--- src/rtl/counter_sched_if.sv ---
// rtl/counter_sched_if.sv - requester-side bundle for the shared interval counter scheduler
interface counter_sched_if #(
    parameter int N_REQ = 4,
    parameter int CNT_W = 8
);
    logic [N_REQ-1:0]       req;
    logic [N_REQ*CNT_W-1:0] req_len;
    logic [N_REQ-1:0]       gnt;
    logic                   busy;
    logic [CNT_W-1:0]       count;
    logic [N_REQ-1:0]       done;

    modport master (
        output req, req_len,
        input  gnt, busy, count, done
    );

    modport slave (
        input  req, req_len,
        output gnt, busy, count, done
    );
endinterface

--- src/rtl/counter_sched.sv ---
// rtl/counter_sched.sv - round-robin scheduler sharing one interval counter among requesters
module counter_sched #(
    parameter int N_REQ = 4,
    parameter int CNT_W = 8
) (
    input  logic            clk,
    input  logic            rst,
    counter_sched_if.slave  bus
);
    localparam int IDX_W = (N_REQ > 1) ? $clog2(N_REQ) : 1;

    typedef enum logic [1:0] {
        IDLE = 2'd0,
        RUN  = 2'd1,
        DONE = 2'd2
    } state_t;

    state_t             state_q, state_d;
    logic [IDX_W-1:0]   ptr_q, ptr_d;
    logic [IDX_W-1:0]   idx_q, idx_d;
    logic [CNT_W-1:0]   len_q, len_d;
    logic [CNT_W-1:0]   count_q, count_d;
    logic [N_REQ-1:0]   gnt_q, gnt_d;
    logic [N_REQ-1:0]   done_q, done_d;

    logic [IDX_W-1:0]   win;
    logic [IDX_W-1:0]   cand;
    logic [CNT_W-1:0]   win_len;
    logic               found;

    function automatic int wrap_idx(input int a);
        return (a >= N_REQ) ? a - N_REQ : a;
    endfunction

    // Search starts at ptr and wraps, so the last winner has lowest priority.
    always_comb begin
        win     = '0;
        cand    = '0;
        found   = 1'b0;
        win_len = '0;
        for (int i = 0; i < N_REQ; i++) begin
            cand = IDX_W'(wrap_idx(int'(ptr_q) + i));
            if (!found && bus.req[cand]) begin
                found = 1'b1;
                win   = cand;
            end
        end
        for (int i = 0; i < N_REQ; i++) begin
            if (win == IDX_W'(i)) begin
                win_len = bus.req_len[i*CNT_W +: CNT_W];
            end
        end
    end

    always_comb begin
        state_d = state_q;
        ptr_d   = ptr_q;
        idx_d   = idx_q;
        len_d   = len_q;
        count_d = count_q;
        gnt_d   = gnt_q;
        done_d  = '0;
        case (state_q)
            IDLE: begin
                if (found) begin
                    idx_d      = win;
                    len_d      = win_len;
                    gnt_d      = '0;
                    gnt_d[win] = 1'b1;
                    count_d    = '0;
                    ptr_d      = (win == IDX_W'(N_REQ - 1)) ? '0 : win + IDX_W'(1);
                    state_d    = RUN;
                end
            end
            RUN: begin
                // A dropped request wins over reaching the terminal count.
                if (!bus.req[idx_q]) begin
                    gnt_d   = '0;
                    count_d = '0;
                    state_d = IDLE;
                end else if (count_q == len_q) begin
                    done_d[idx_q] = 1'b1;
                    state_d       = DONE;
                end else begin
                    count_d = count_q + CNT_W'(1);
                end
            end
            DONE: begin
                gnt_d   = '0;
                count_d = '0;
                state_d = IDLE;
            end
            default: begin
                gnt_d   = '0;
                count_d = '0;
                state_d = IDLE;
            end
        endcase
    end

    always_ff @(posedge clk or posedge rst) begin
        if (rst) begin
            state_q <= IDLE;
            ptr_q   <= '0;
            idx_q   <= '0;
            len_q   <= '0;
            count_q <= '0;
            gnt_q   <= '0;
            done_q  <= '0;
        end else begin
            state_q <= state_d;
            ptr_q   <= ptr_d;
            idx_q   <= idx_d;
            len_q   <= len_d;
            count_q <= count_d;
            gnt_q   <= gnt_d;
            done_q  <= done_d;
        end
    end

    assign bus.gnt   = gnt_q;
    assign bus.done  = done_q;
    assign bus.count = count_q;
    assign bus.busy  = (state_q != IDLE);
endmodule

--- src/flat_wrapper.sv ---
// flat-port wrapper written by rule: the top's interface ports become plain ports
module counter_sched_flat 
#(
    parameter int N_REQ = 4,
    parameter int CNT_W = 8
)
  (clk, rst, bus_req, bus_req_len, bus_gnt, bus_busy, bus_count, bus_done);
  counter_sched_if #(.N_REQ(N_REQ), .CNT_W(CNT_W)) bus_i ();
  input  logic clk;
  input  logic rst;
  input wire logic [$bits(bus_i.req)-1:0] bus_req;
  input wire logic [$bits(bus_i.req_len)-1:0] bus_req_len;
  output wire logic [$bits(bus_i.gnt)-1:0] bus_gnt;
  output wire logic [$bits(bus_i.busy)-1:0] bus_busy;
  output wire logic [$bits(bus_i.count)-1:0] bus_count;
  output wire logic [$bits(bus_i.done)-1:0] bus_done;
  assign bus_i.req = bus_req;
  assign bus_i.req_len = bus_req_len;
  assign bus_gnt = bus_i.gnt;
  assign bus_busy = bus_i.busy;
  assign bus_count = bus_i.count;
  assign bus_done = bus_i.done;
  counter_sched #(.N_REQ(N_REQ), .CNT_W(CNT_W)) u_core (.clk(clk), .rst(rst), .bus(bus_i));
endmodule
--- config.mk ---
export PLATFORM = sky130hd
export DESIGN_NAME = counter_sched_flat
export DESIGN_NICKNAME = d
export VERILOG_FILES = /design/src/rtl/counter_sched_if.sv /design/src/rtl/counter_sched.sv /design/src/flat_wrapper.sv
export SDC_FILE = /design/constraint.sdc
export NUM_CORES = 1
export LEC_CHECK = 0
export CORE_AREA = 2 2 62 64
export CTS_CLUSTER_DIAMETER = 60
export DETAILED_ROUTE_END_ITERATION = 10
export DIE_AREA = 0 0 64 66
export PLACE_DENSITY = 0.84
export SYNTH_ARGS = -nofsm -noshare
export SYNTH_HDL_FRONTEND = slang
export SYNTH_SLANG_ARGS = --single-unit
--- constraint.sdc ---
create_clock -name clk -period 6.6 [get_ports clk]
set_input_delay 1.98 -clock clk [delete_from_list [all_inputs] [get_ports clk]]
set_output_delay 1.98 -clock clk [all_outputs]
set_load 0.005 [all_outputs]
Run 1, met1 routing:
Bar = 20 um.
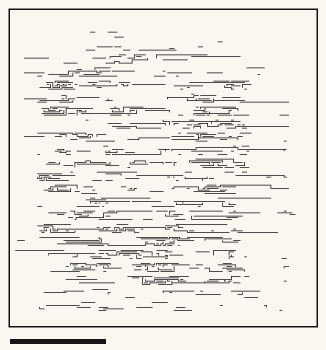
The layer holds 45% of the routed length. The wires run mostly horizontal. 231 nets have wire on it. The layer carries 1560 um of wire. The longest straight run is 14.3 um.
Via Count: 1529
Post-Route WL: 3.48 mm

Run 1, signal wires on met2:
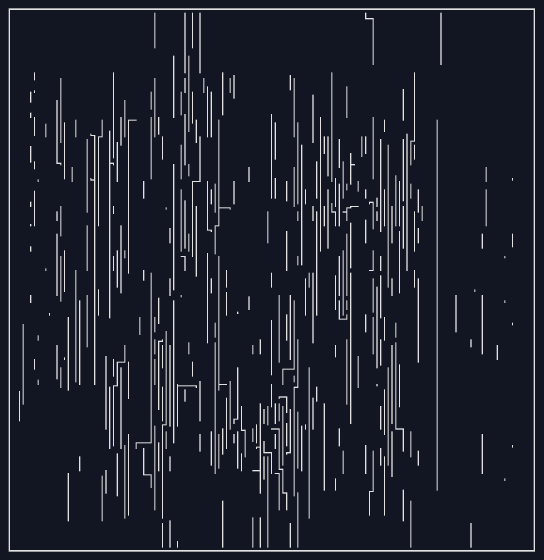
The wires run mostly vertical. The longest straight run is 45.2 um. The layer holds 47% of the routed length.
met2 Track Usage GR: 30.1%

Run 1, metal 3:
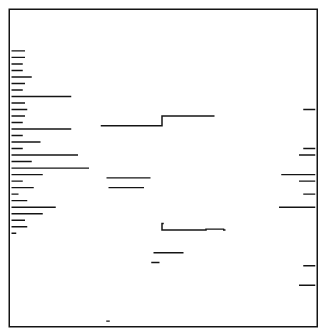
The wires run mostly horizontal. 42 nets have wire on it. The layer carries 230 um of wire.
GRT met3 Usage: 6.30%

[run 1: where the power goes]
group | internal [uW] | switching [uW] | leakage, uW
Combinational | 193 | 189 | 0.000563
Sequential | 241 | 52.1 | 0.000385
Clock | 51.1 | 61.5 | 0.0000343
Total | 486 | 302 | 0.000983
[run 1: through the flow]
stage | setup slack [ns] | instances | cell area (um^2) | total power, uW | util, %
after floorplan | 2.65 | 186 | 1740 | 569 | -
after global placement | 2.01 | 279 | 2290 | 668 | 64.6
after detailed placement | 1.88 | 279 | 2290 | 680 | 64.6
after CTS | 2.23 | 287 | 2360 | 792 | 66.4
after global routing | 1.94 | 287 | 2360 | 861 | 66.4
final | 2.17 | 287 | 2360 | 788 | 66.4
[run 1: how the worst max path moves through the flow]
stage               slack, ns  cells after the start       start              end
finish                   2.17                     11  bus_req[1]  u_core.len_q[7]
CTS                      2.23                     11  bus_req[1]  u_core.len_q[7]
global placement         2.01                     11  bus_req[1]  u_core.len_q[7]
detailed placement       1.88                     11  bus_req[1]  u_core.len_q[7]
floorplan                2.65                     12  bus_req[0]  u_core.len_q[7]
global route             1.94                     11  bus_req[1]  u_core.len_q[4]
[run 1: flip-flops by register name (all words and copies together), names as in the netlist]
name and flops:
u_core.bus.count 8, u_core.len_q 8, u_core.bus.done 4, u_core.bus.gnt 4
u_core.idx_q 2, u_core.ptr_q 2, u_core.state_q 2
[run 1: worst max-delay path: cells and delay by family]
family          cells  cell delay [ns]
compound gates      5             1.21
buf+inv             2             0.65
fa+ha+maj           1             0.44
simple gates        3             0.35
[run 1: kinds of logic (layout without fill, tap and decap cells)]
logic type	count (synthesis)	count (layout)	share of synthesized area (%)
mux	4	4	2.73
buf+inv	17	70	4.60
simple gates	71	71	22.8
compound gates	51	51	19.1
flops	30	30	43.1
fa+ha+maj	5	5	3.59
xor+xnor	8	8	4.03
[run 1: cell usage in the layout (no fill, tap or decap), types with 2 or more instances in the layout]
master / netlist / final
dfrtp_1: 30 / 30
clkbuf_4: 0 / 5
mux2_1: 2 / 2
a221oi_1: 8 / 8
nand4_1: 6 / 6
o22ai_1: 2 / 2
xnor2_1: 8 / 8
ha_1: 5 / 5
or3_1: 6 / 6
a22o_1: 4 / 4
nor3_1: 8 / 8
nor2b_1: 10 / 10
a21oi_1: 25 / 25
o21ai_1: 5 / 5
o21ai_0: 3 / 3
and3_1: 3 / 3
nand2_1: 11 / 11
inv_1: 7 / 7
clkdlybuf4s50_1: 0 / 54
nor2_1: 17 / 17
[run 1: cell type report]
type / count / share of cell area (%)
timing repair buffer: 55 / 23.2
clock buffer: 6 / 2.18
tap: 48 / 2.55
clock inverter: 2 / 0.531
multi-input combinational: 139 / 38.6
inverter: 7 / 1.11
sequential: 30 / 31.8
[run 1: layer usage]
| layer | track usage [%] | up-vias | part of all wire [%] |
|---|---|---|---|
| li1 | - | 772 | - |
| met1 | 23.5 | 702 | 45 |
| met2 | 30.1 | 51 | 47 |
| met3 | 6.30 | 4 | 6.6 |
| met4 | 7.07 | 0 | 1.1 |
| met5 | 0 | - | 0 |
==> results_slide.txt, run 1 <==
Run Summary

Run
  – Number of max-cap violations: 0
  – Total tool warning count: 29

STA
  – Fmax: 0.226 GHz
  – Least-Margin Pin Slew: 1.06 ns
  – Final setup violation count: 0
  – Min Tclk post-route: 4.43 ns
  – Setup TNS: 0 ns
  – Hold Slack: 0.521 ns
  – RSZ-0062 raised after global routing: false
  – Final hold violations: 0
  – Final tally of max-slew violations: 0
  – Clk_skew: between 0.006 and 0.007 ns
  – Final period util: 67.1%
  – Slew headroom: 29.3%

Synthesis
  – Syn nets: 229
  – Dominant flop cell: dfrtp_1
  – Synthesized area: 1740 um^2
  – Post-synth EDFFs: 0
  – Dominant cell area share: 43.1%
  – Top-count cell post-synth: dfrtp_1
  – Cell Type Count: 37
  – Post-synth area hogs: dfrtp_1, a21oi_1, a221oi_1
  – Most common library cells after synthesis: dfrtp_1, a21oi_1, nor2_1
  – Asr flop ratio synth: 100%
  – Register share after synthesis: 43.1%
  – Syn_area_per_cell: around 9.4 um^2
  – Yosys synthesis chip area: 1740 um^2
  – Synth area leader: dfrtp_1
  – #FFs+latches synth: 30
  – Cells in synth_stat.txt: 186
  – Synth warn: 0
  – Synthesized instance count: 186

Routing
  – Iteration-0 DRC Markers: between 60 and 70
  – DRC Markers: 0
  – Via density per instance: 5.33
  – Wire per inst: 12.1 um
  – Router iterations before antenna repair: 4
  – ANT nets after route: 0

Place
  – GPL Wtd Cong: 0.931
  – Half-perimeter wire length after placement: 2.75 mm
  – PortBufs: 54

Clocking
  – Num CTS Buffers: 5
  – CTS Sinks: 30
  – Hold_buf cts: 0
  – Post_cts resized: 0
  – CTS tree: yes
  – H-tree levels: 2
  – Max Buffers Root-to-Sink: 2
  – Setup Buffers After CTS: 0
  – Clk Tree Root Cell: clkbuf_4
  – CTS clk-pin slew, worst paths: 0.09 ns
  – Latency at later pin: 0.32 ns

Global routing
  – Global-route wire length before repair: between 6 and 7 mm
  – Largest net degree at the start of global routing: 31
  – GRT Util Overall: between 10% and 20%
  – Number of global-route vias before repair: 1421
  – Antenna violations before repair: 0
  – Total gr overflow: 0

Worst setup path
  – Crit Path Max Fanout: 10
  – R2R Path End: u_core.len_q[7]
  – R2r setup slk: 4.04 ns
  – Cell mode on critical path: a21oi_1
  – Arrival @ worst endpoint: 4.63 ns
  – Crit path DRT: 6.80 ns
  – Launching point of the worst reg2reg path: u_core.ptr_q[0]
  – Endpoint class of the critical path: flop
  – CP max stage delay: 0.56 ns
  – Reg2Reg Depth: 10
  – Critical path's slowest cell: clkdlybuf4s50_1
  – CP startpoint kind: input port
  – Setup CP Type: input port to flop
  – Cells along the critical path: clkdlybuf4s50_1 > inv_1 > a21oi_1 > nor2_1 > a211oi_1 > ha_1 > nor2b_1 > a221oi_1 > nor3_1 > a21oi_1 > a21oi_1

Min path
  – Hold wc startpoint: u_core.bus.gnt[3]
  – Worst min path class: flop to flop
  – Hold path depth: 1
  – Hold path endpoint: u_core.bus.gnt[3]

Die
  – Ports: roughly 55
  – Die Wd: 64 um
  – Core area: 3550 um^2
  – Die H: around 66 um
  – Die area: 4220 um^2
  – Row Count: 22
  – FP Core Util: slightly below 50%

Finish
  – Antenna Diode Count: 0
  – Gate Area: 910 um^2
  – Reg area: 751 um^2
  – Fill count: approximately 280
  – Layout cells sized above 1: between 7 and 8%
  – Nets@finish: 281
  – Area grow syn2layout: 35.5%

Power
  – IR drop worst, VDD: 0.000181 V
  – LEAKAGE: 0.000983 uW
  – PwrDens: around 330 nW/um^2

Run status
  – Status: finished, final reports clean
Run 1, nets reached from selected ports:
Bar = 20 um.
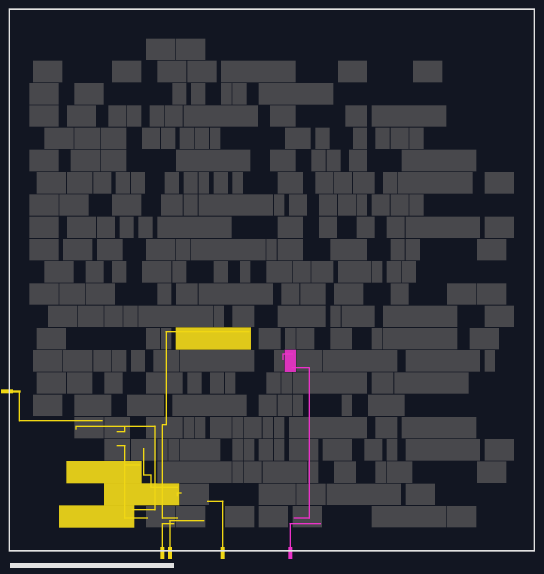

--- run 2 (diff from run 1) ---
--- a/config.mk
+++ b/config.mk
@@ -5,11 +5,11 @@
 export SDC_FILE = /design/constraint.sdc
 export NUM_CORES = 1
 export LEC_CHECK = 0
-export CORE_AREA = 2 2 62 64
+export CORE_AREA = 2 2 68 70
 export CTS_CLUSTER_DIAMETER = 60
 export DETAILED_ROUTE_END_ITERATION = 10
-export DIE_AREA = 0 0 64 66
-export PLACE_DENSITY = 0.84
+export DIE_AREA = 0 0 70 72
+export PLACE_DENSITY = 0.74
 export SYNTH_ARGS = -nofsm -noshare
 export SYNTH_HDL_FRONTEND = slang
 export SYNTH_SLANG_ARGS = --single-unit
==> constraint.sdc (replaced) <==
create_clock -name clk -period 3.9 [get_ports clk]
set_input_delay 1.17 -clock clk [delete_from_list [all_inputs] [get_ports clk]]
set_output_delay 1.17 -clock clk [all_outputs]
set_load 0.005 [all_outputs]
Run 2, nets reached from selected ports:
Bar = 20 um.
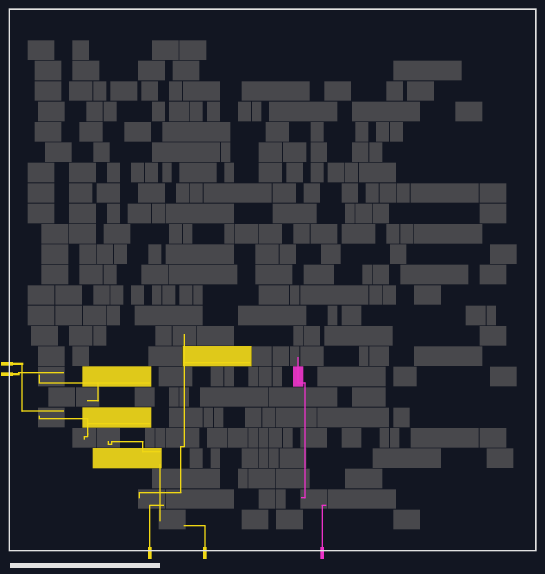
Key: magenta = bus_busy [bits 1, direction output, edge bottom, end cells 1, buffers 1, wire 26.1 um]; yellow = bus_gnt [bits 4, direction output, edge 2 bottom, 2 left, end cells 4, buffers 4, wire 124 um]
Ports: 55
PortBufs: 54

Run 2, routing congestion:
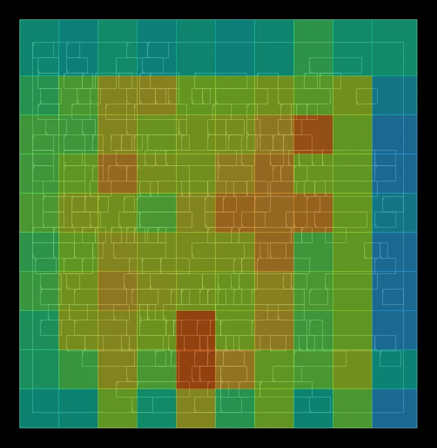
M1 GR Usage: 19.3%
met2 Track Usage GR: 27.5%
GRT met3 Usage: 5.28%

==> results_slide.txt, run 2 <==
Run Summary

Clocking
  – Setup Buffers After CTS: 0 (unchanged)
  – CTS tree: yes (unchanged)
  – Post_cts resized: 0 (unchanged)
  – CTS clk-pin slew, worst paths: 0.06 ns (was 0.09 ns)
  – Clk Tree Root Cell: clkbuf_8 (was clkbuf_4)
  – Max Buffers Root-to-Sink: 2 (unchanged)
  – H-tree levels: 2 (unchanged)
  – Hold_buf cts: 0 (unchanged)
  – Latency at later pin: 0.29 ns (was 0.32 ns)
  – CTS Sinks: 30 (unchanged)
  – Num CTS Buffers: 5 (unchanged)

Synthesis
  – Syn nets: 229 (unchanged)
  – Top-count cell post-synth: dfrtp_1 (unchanged)
  – Yosys synthesis chip area: 1740 um^2 (unchanged)
  – Synth warn: 0 (unchanged)
  – Synth area leader: dfrtp_1 (unchanged)
  – Dominant cell area share: 43.1% (unchanged)
  – Asr flop ratio synth: 100% (unchanged)
  – Synthesized area: 1740 um^2 (unchanged)
  – Cells in synth_stat.txt: 186 (unchanged)
  – Syn_area_per_cell: 9.36 um^2 (unchanged)
  – Most common library cells after synthesis: dfrtp_1, a21oi_1, nor2_1 (unchanged)
  – Post-synth area hogs: dfrtp_1, a21oi_1, a221oi_1 (unchanged)
  – Dominant flop cell: dfrtp_1 (unchanged)
  – #FFs+latches synth: 30 (unchanged)
  – Synthesized instance count: 186 (unchanged)
  – Register share after synthesis: 43.1% (unchanged)
  – Cell Type Count: 37 (unchanged)
  – Post-synth EDFFs: 0 (unchanged)

Power
  – Int Pwr: 892 uW (was 486 uW)
  – Net Sw Power: 526 uW (was 302 uW)
  – LEAKAGE: 0.00102 uW (was 0.000983 uW)
  – PwrDens: 586 nW/um^2 (was 334 nW/um^2)
  – Clock network power share: 18.1% (was 14.3%)
  – Sw Share: 37.1% (was 38.4%)
  – IR drop worst, VDD: 0.000274 V (was 0.000181 V)
  – Comb pwr share: 46.7% (was 48.5%)
  – Flop pwr share: 35.2% (was 37.2%)

Finish
  – Area grow syn2layout: 39.1% (was 35.5%)
  – Final core utilization: 56.8% (was 66.4%)
  – Antenna Diode Count: 0 (unchanged)
  – Nets@finish: 285 (was 281)
  – Layout cells sized above 1: 8.64% (was 7.53%)
  – Fill count: 410 (was 276)
  – Most numerous logic cells after layout: clkdlybuf4s50_1, dfrtp_1, a21oi_1, nor2_1, nand2_1 (unchanged)
  – Most instantiated logic cell after routing: clkdlybuf4s50_1 (unchanged)

STA
  – Hold Slack: 0.513 ns (was 0.521 ns)
  – Slew headroom: 60.1% (was 29.3%)
  – Final hold violations: 0 (unchanged)
  – Setup TNS: 0 ns (unchanged)
  – Final tally of max-slew violations: 0 (unchanged)
  – RSZ-0062 raised after global routing: false (unchanged)
  – Least-Margin Pin Slew: 0.597 ns (was 1.06 ns)
  – Final period util: 86.6%
  – Clk_skew: 0.00746 ns (was 0.00638 ns)
  – Final setup violation count: 0 (unchanged)
  – Fmax: slightly below 0.3 GHz
  – Min Tclk post-route: 3.38 ns

Routing
  – Wire per inst: 12.7 um (was 12.1 um)
  – Post-Route WL: 3.74 mm (was 3.48 mm)
  – Router iterations before antenna repair: 4 (unchanged)
  – Iteration-0 DRC Markers: 65 (was 63)
  – Via Count: 1523 (was 1529)
  – DRC Markers: 0 (unchanged)
  – Via density per instance: 5.16 (was 5.33)
  – ANT nets after route: 0 (unchanged)

Place
  – Half-perimeter wire length after placement: 2.81 mm (was 2.75 mm)
  – GPL Wtd Cong: 0.820 (was 0.931)

Run
  – Number of max-cap violations: 0 (unchanged)
  – Total tool warning count: 29 (unchanged)

Global routing
  – Global-route wire length before repair: 6.46 mm (was 6.18 mm)
  – Largest net degree at the start of global routing: 31 (unchanged)
  – GRT Util Overall: 16.3% (was 18.8%)
  – Gr busiest metal: met2 (unchanged)
  – Antenna violations before repair: 0 (unchanged)
  – Number of global-route vias before repair: 1433 (was 1421)
  – Total gr overflow: 0 (unchanged)

Min path
  – Worst min path class: flop to flop (unchanged)

Worst setup path
  – CP startpoint kind: input port (unchanged)
  – Crit path DRT: 4.10 ns (was 6.80 ns)
  – Crit Path Max Fanout: 8 (was 10)
  – Setup CP Type: input port to flop (unchanged)
  – Arrival @ worst endpoint: 3.58 ns (was 4.63 ns)
  – Endpoint class of the critical path: flop (unchanged)

Run status
  – Status: finished, final reports clean (unchanged)

Die
  – Die Wd: 70 um (was 64 um)
  – Row Count: 24 (was 22)
  – Die area: 5040 um^2 (was 4220 um^2)
  – FP Core Util: 40.8% (was 49.0%)
  – Core area: 4260 um^2 (was 3550 um^2)
  – Die H: 72 um (was 66 um)
run 2: cell counts after synthesis:
No cell type changed its count.
run 2: logic make-up after synthesis:
| family | after synthesis | share of synthesized area (%) |
|---|---|---|
| compound gates | 51 | 19.1 |
| xor+xnor | 8 | 4.03 |
| fa+ha+maj | 5 | 3.59 |
| buf+inv | 17 | 4.60 |
| flops | 30 | 43.1 |
| mux | 4 | 2.73 |
| simple gates | 71 | 22.8 |
run 2: area by class of cell:
cell class	instances	area (um^2)	share of cell area, %
clock buffers	7	86.3	3.57
clock inverters	1	5.00	0.207
inverters	7	26.3	1.09
multi-input cells	139	910	37.6
flip-flops and latches	30	751	31.0
well taps	52	65.1	2.69
repair buffers	59	578	23.9
run 2: path summary, 6_finish.rpt:
| kind | endpoint | cells past startpoint | startpoint | slack, ns |
|---|---|---|---|---|
| min reg2reg | u_core.bus.gnt[2] | 1 | u_core.bus.gnt[2] | 0.51 |
| min | u_core.bus.gnt[2] | 1 | u_core.bus.gnt[2] | 0.51 |
| max in group asynchronous | u_core.bus.count[6] | 3 | rst | 2.36 |
| max | u_core.len_q[7] | 10 | bus_req[0] | 0.52 |
| min in group asynchronous | u_core.bus.done[2] | 3 | rst | 1.26 |
| max reg2reg | u_core.len_q[7] | 9 | u_core.ptr_q[0] | 1.60 |
run 2: critical path, cell delays in order:
cell             delay, ns
clkdlybuf4s50_1       0.56
nor2b_1               0.20
nor2_1                0.06
o22ai_1               0.30
ha_1                  0.23
nor2b_1               0.46
a221oi_1              0.17
nor3_1                0.20
a21oi_1               0.07
a21oi_1               0.16
run 2: per-stage QoR:
stage / cell area, um^2 / std cells / setup slack (ns) / power (uW)
global placement: 2330 / 287 / 0.352 / 1160
CTS: 2420 / 295 / 0.509 / 1430
finish: 2420 / 295 / 0.521 / 1420
detailed placement: 2330 / 287 / 0.279 / 1160
floorplan: 1740 / 186 / 0.760 / 963
global route: 2420 / 295 / 0.268 / 1540
run 2: power by group through the flow:
stage	clock [uW]	sequential [uW]	combinational, uW
5_1_grt	279	516	743
2_1_floorplan	0	479	484
4_1_cts	265	502	668
3_5_place_dp	0	504	660
3_3_place_gp	0	503	653
6_report	256	500	662
run 2: routing by layer:
| layer | share of wire [%] | vias up |
|---|---|---|
| li1 | - | 778 |
| met1 | 45 | 694 |
| met2 | 47 | 44 |
| met3 | 5.9 | 7 |
| met4 | 2.1 | 0 |
| met5 | 0 | - |
Run 2, met1 routing:
Bar = 20 um.
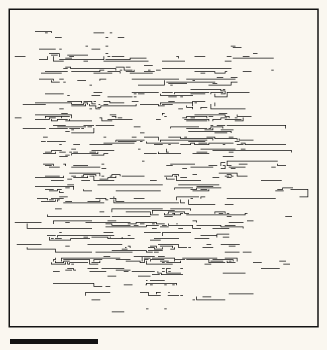

--- run 3 (diff from run 2) ---
--- a/config.mk
+++ b/config.mk
@@ -5,11 +5,11 @@
 export SDC_FILE = /design/constraint.sdc
 export NUM_CORES = 1
 export LEC_CHECK = 0
-export CORE_AREA = 2 2 68 70
+export CORE_AREA = 2 2 87 89
 export CTS_CLUSTER_DIAMETER = 60
 export DETAILED_ROUTE_END_ITERATION = 10
-export DIE_AREA = 0 0 70 72
-export PLACE_DENSITY = 0.74
+export DIE_AREA = 0 0 89 91
+export SLEW_MARGIN = 5
 export SYNTH_ARGS = -nofsm -noshare
 export SYNTH_HDL_FRONTEND = slang
 export SYNTH_SLANG_ARGS = --single-unit
Run 3, met1 routing:
Bar = 20 um.
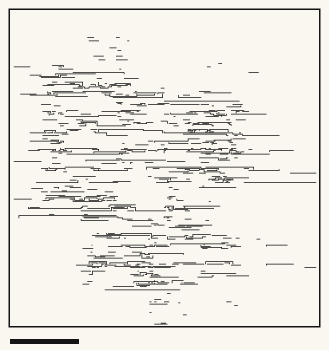
The layer holds 48% of the routed length. The wires run mostly horizontal. The layer carries 1960 um of wire. The longest straight run is 28.1 um.
Post-Route WL: 4.06 mm
Via Count: 1538
M1 GR Usage: 14.1%

Run 3, nets reached from selected ports:
Bar = 20 um.
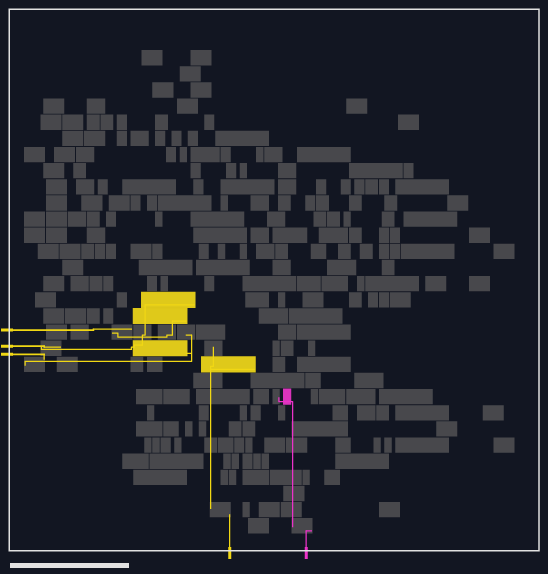
Key: yellow = bus_gnt [bits 4, direction output, edge 3 left, 1 bottom, end cells 4, buffers 4, wire 160 um]; magenta = bus_busy [bits 1, direction output, edge bottom, end cells 1, buffers 1, wire 27.9 um]

==> results_slide.txt, run 3 <==
Run Summary

Die
  – Die Wd: 89 um (was 70 um)
  – Row Count: 31 (was 24)
  – Core area: 7140 um^2 (was 4260 um^2)
  – Die area: 8100 um^2 (was 5040 um^2)
  – FP Core Util: 24.4% (was 40.8%)
  – Die H: 91 um (was 72 um)
  – Ports: 55 (unchanged)

STA
  – Fmax: 0.291 GHz (was 0.296 GHz)
  – PnR worst setup slack: 0.461 ns (was 0.521 ns)
  – Slew headroom: 61.3% (was 60.1%)
  – Final tally of max-slew violations: 0 (unchanged)
  – Final period util: 88.2% (was 86.6%)
  – Least-Margin Pin Slew: 0.579 ns (was 0.597 ns)
  – RSZ-0062 raised after global routing: false (unchanged)
  – Setup TNS: 0 ns (unchanged)
  – Min Tclk post-route: 3.44 ns (was 3.38 ns)
  – Clk_skew: 0.00912 ns (was 0.00746 ns)
  – Final setup violation count: 0 (unchanged)
  – Final hold violations: 0 (unchanged)

Synthesis
  – Synthesized area: 1740 um^2 (unchanged)
  – Dominant cell area share: 43.1% (unchanged)
  – Yosys synthesis chip area: 1740 um^2 (unchanged)
  – Dominant flop cell: dfrtp_1 (unchanged)
  – #FFs+latches synth: 30 (unchanged)
  – Cells in synth_stat.txt: 186 (unchanged)
  – Synth area leader: dfrtp_1 (unchanged)
  – Asr flop ratio synth: 100% (unchanged)
  – Cell Type Count: 37 (unchanged)
  – Top-count cell post-synth: dfrtp_1 (unchanged)
  – Post-synth area hogs: dfrtp_1, a21oi_1, a221oi_1 (unchanged)
  – Post-synth EDFFs: 0 (unchanged)
  – Synthesized instance count: 186 (unchanged)
  – Syn nets: 229 (unchanged)
  – Synth warn: 0 (unchanged)
  – Most common library cells after synthesis: dfrtp_1, a21oi_1, nor2_1 (unchanged)
  – Register share after synthesis: 43.1% (unchanged)
  – Syn_area_per_cell: 9.36 um^2 (unchanged)

Min path
  – Worst min path class: flop to flop (unchanged)
  – Hold path endpoint: u_core.bus.gnt[2] (unchanged)
  – Hold path depth: 1 (unchanged)
  – Hold wc startpoint: u_core.bus.gnt[2] (unchanged)

Worst setup path
  – Worst Setup SP: bus_req[0] (unchanged)
  – Crit Path Max Fanout: 8 (unchanged)
  – Endpoint class of the critical path: flop (unchanged)
  – R2r setup slk: 1.55 ns (was 1.60 ns)
  – Setup CP Type: input port to flop (unchanged)
  – CP startpoint kind: input port (unchanged)
  – R2R Path End: u_core.len_q[6] (was u_core.len_q[7])
  – Reg2Reg Depth: 10 (was 9)
  – Launching point of the worst reg2reg path: u_core.ptr_q[1] (was u_core.ptr_q[0])
  – Crit path DRT: 4.10 ns (about the same)
  – Arrival @ worst endpoint: 3.64 ns (was 3.58 ns)

Global routing
  – GRT Util Overall: 10.4% (was 16.3%)
  – Largest net degree at the start of global routing: 31 (unchanged)
  – Antenna violations before repair: 0 (unchanged)
  – Total gr overflow: 0 (unchanged)
  – Global-route wire length before repair: 6.69 mm (was 6.46 mm)
  – Number of global-route vias before repair: 1477 (was 1433)

Clocking
  – Setup Buffers After CTS: 0 (unchanged)
  – Max Buffers Root-to-Sink: 2 (unchanged)
  – Clk Tree Root Cell: clkbuf_8 (unchanged)
  – Latency at later pin: 0.28 ns (was 0.29 ns)
  – Hold_buf cts: 0 (unchanged)
  – CTS clk-pin slew, worst paths: 0.06 ns (about the same)
  – H-tree levels: 2 (unchanged)
  – CTS Sinks: 30 (unchanged)
  – Post_cts resized: 0 (unchanged)
  – CTS tree: yes (unchanged)
  – Num CTS Buffers: 5 (unchanged)

Finish
  – Antenna Diode Count: 0 (unchanged)
  – Nets@finish: 284 (was 285)
  – Fin cells: 341 (was 295)
  – Area grow syn2layout: 43.1% (was 39.1%)
  – Layout cells sized above 1: 8.68% (was 8.64%)

Power
  – PwrDens: 583 nW/um^2 (was 586 nW/um^2)
  – LEAKAGE: 0.00102 uW (about the same)
  – IR drop worst, VDD: 0.000227 V (was 0.000274 V)

Run status
  – Status: finished, final reports clean (unchanged)

Routing
  – ANT nets after route: 0 (unchanged)
  – Iteration-0 DRC Markers: 27 (was 65)
  – Via density per instance: 4.51 (was 5.16)
  – DRC Markers: 0 (unchanged)
  – Router iterations before antenna repair: 4 (unchanged)
  – Wire per inst: 11.9 um (was 12.7 um)

Place
  – DP Cell Count: 333 (was 287)
  – PortBufs: 54 (unchanged)
  – Half-perimeter wire length after placement: 3.17 mm (was 2.81 mm)
  – Post-Place Setup Slack: 0.189 ns (was 0.279 ns)
  – GPL Wtd Cong: 0.797 (was 0.820)

Run
  – Total tool warning count: 29 (unchanged)
  – Number of max-cap violations: 0 (unchanged)
## run 3: layout make-up
type	count	area, um^2
fillers	763	4650
multi-input cells	139	910
flip-flops and latches	30	751
repair buffers	58	571
well taps	99	124
clock buffers	8	110
inverters	7	26.3
## run 3: kinds of logic (layout without fill, tap and decap cells)
family	count (synthesis)	after routing	synth area share, %
and+or+nand+nor	71	71	22.8
AOI/OAI and AO/OA	51	51	19.1
DFF	30	30	43.1
buffers and inverters	17	73	4.60
xor gates and xnor gates	8	8	4.03
adders and majority gates	5	5	3.59
muxes	4	4	2.73
## run 3: worst max-delay path by stage
| stage | to | slack (ns) | cells after the start |
|---|---|---|---|
| floorplan | u_core.len_q[7] | 0.76 | 12 |
| global placement | u_core.len_q[5] | 0.31 | 10 |
| detailed placement | u_core.len_q[0] | 0.19 | 10 |
| CTS | u_core.len_q[0] | 0.47 | 10 |
| global route | u_core.len_q[6] | 0.17 | 10 |
| finish | u_core.len_q[6] | 0.46 | 10 |
## run 3: metal layers
layer	share of wire (%)	wire, um	global-route usage, %	vias up
met1	48	1960	14.1	704
met3	7.2	293	2.73	8
met2	42	1710	15.3	48
met5	0	0	0	-
met4	2.1	87	4.48	0
li1	-	-	-	778
## run 3: per-stage QoR
stage,cell area (um^2),util (%),hold WS [ns],power [uW]
after CTS,2490,34.9,0.525,1470
final,2490,34.9,0.528,1450
after global routing,2490,34.9,0.547,1570
after global placement,2380,33.4,0.517,1160
after floorplan,1740,-,0.498,963
after detailed placement,2380,33.4,0.492,1170
## run 3: power by group
part | total [uW] | internal, uW | switching (uW) | leakage, uW
logic | 662 | 337 | 325 | 0.000578
clock network | 291 | 178 | 113 | 0.0000575
registers | 500 | 410 | 90.5 | 0.000385
## run 3: critical path, stage by stage
cell	delay [ns]
clkdlybuf4s50_1	0.56
nor2b_1	0.20
nor2_1	0.06
o22ai_1	0.29
ha_1	0.25
nor2b_1	0.50
a221oi_1	0.17
nor3_1	0.21
a21oi_1	0.08
a21oi_1	0.16
Power figures rest on the tool's default switching activity, not on a simulated workload.
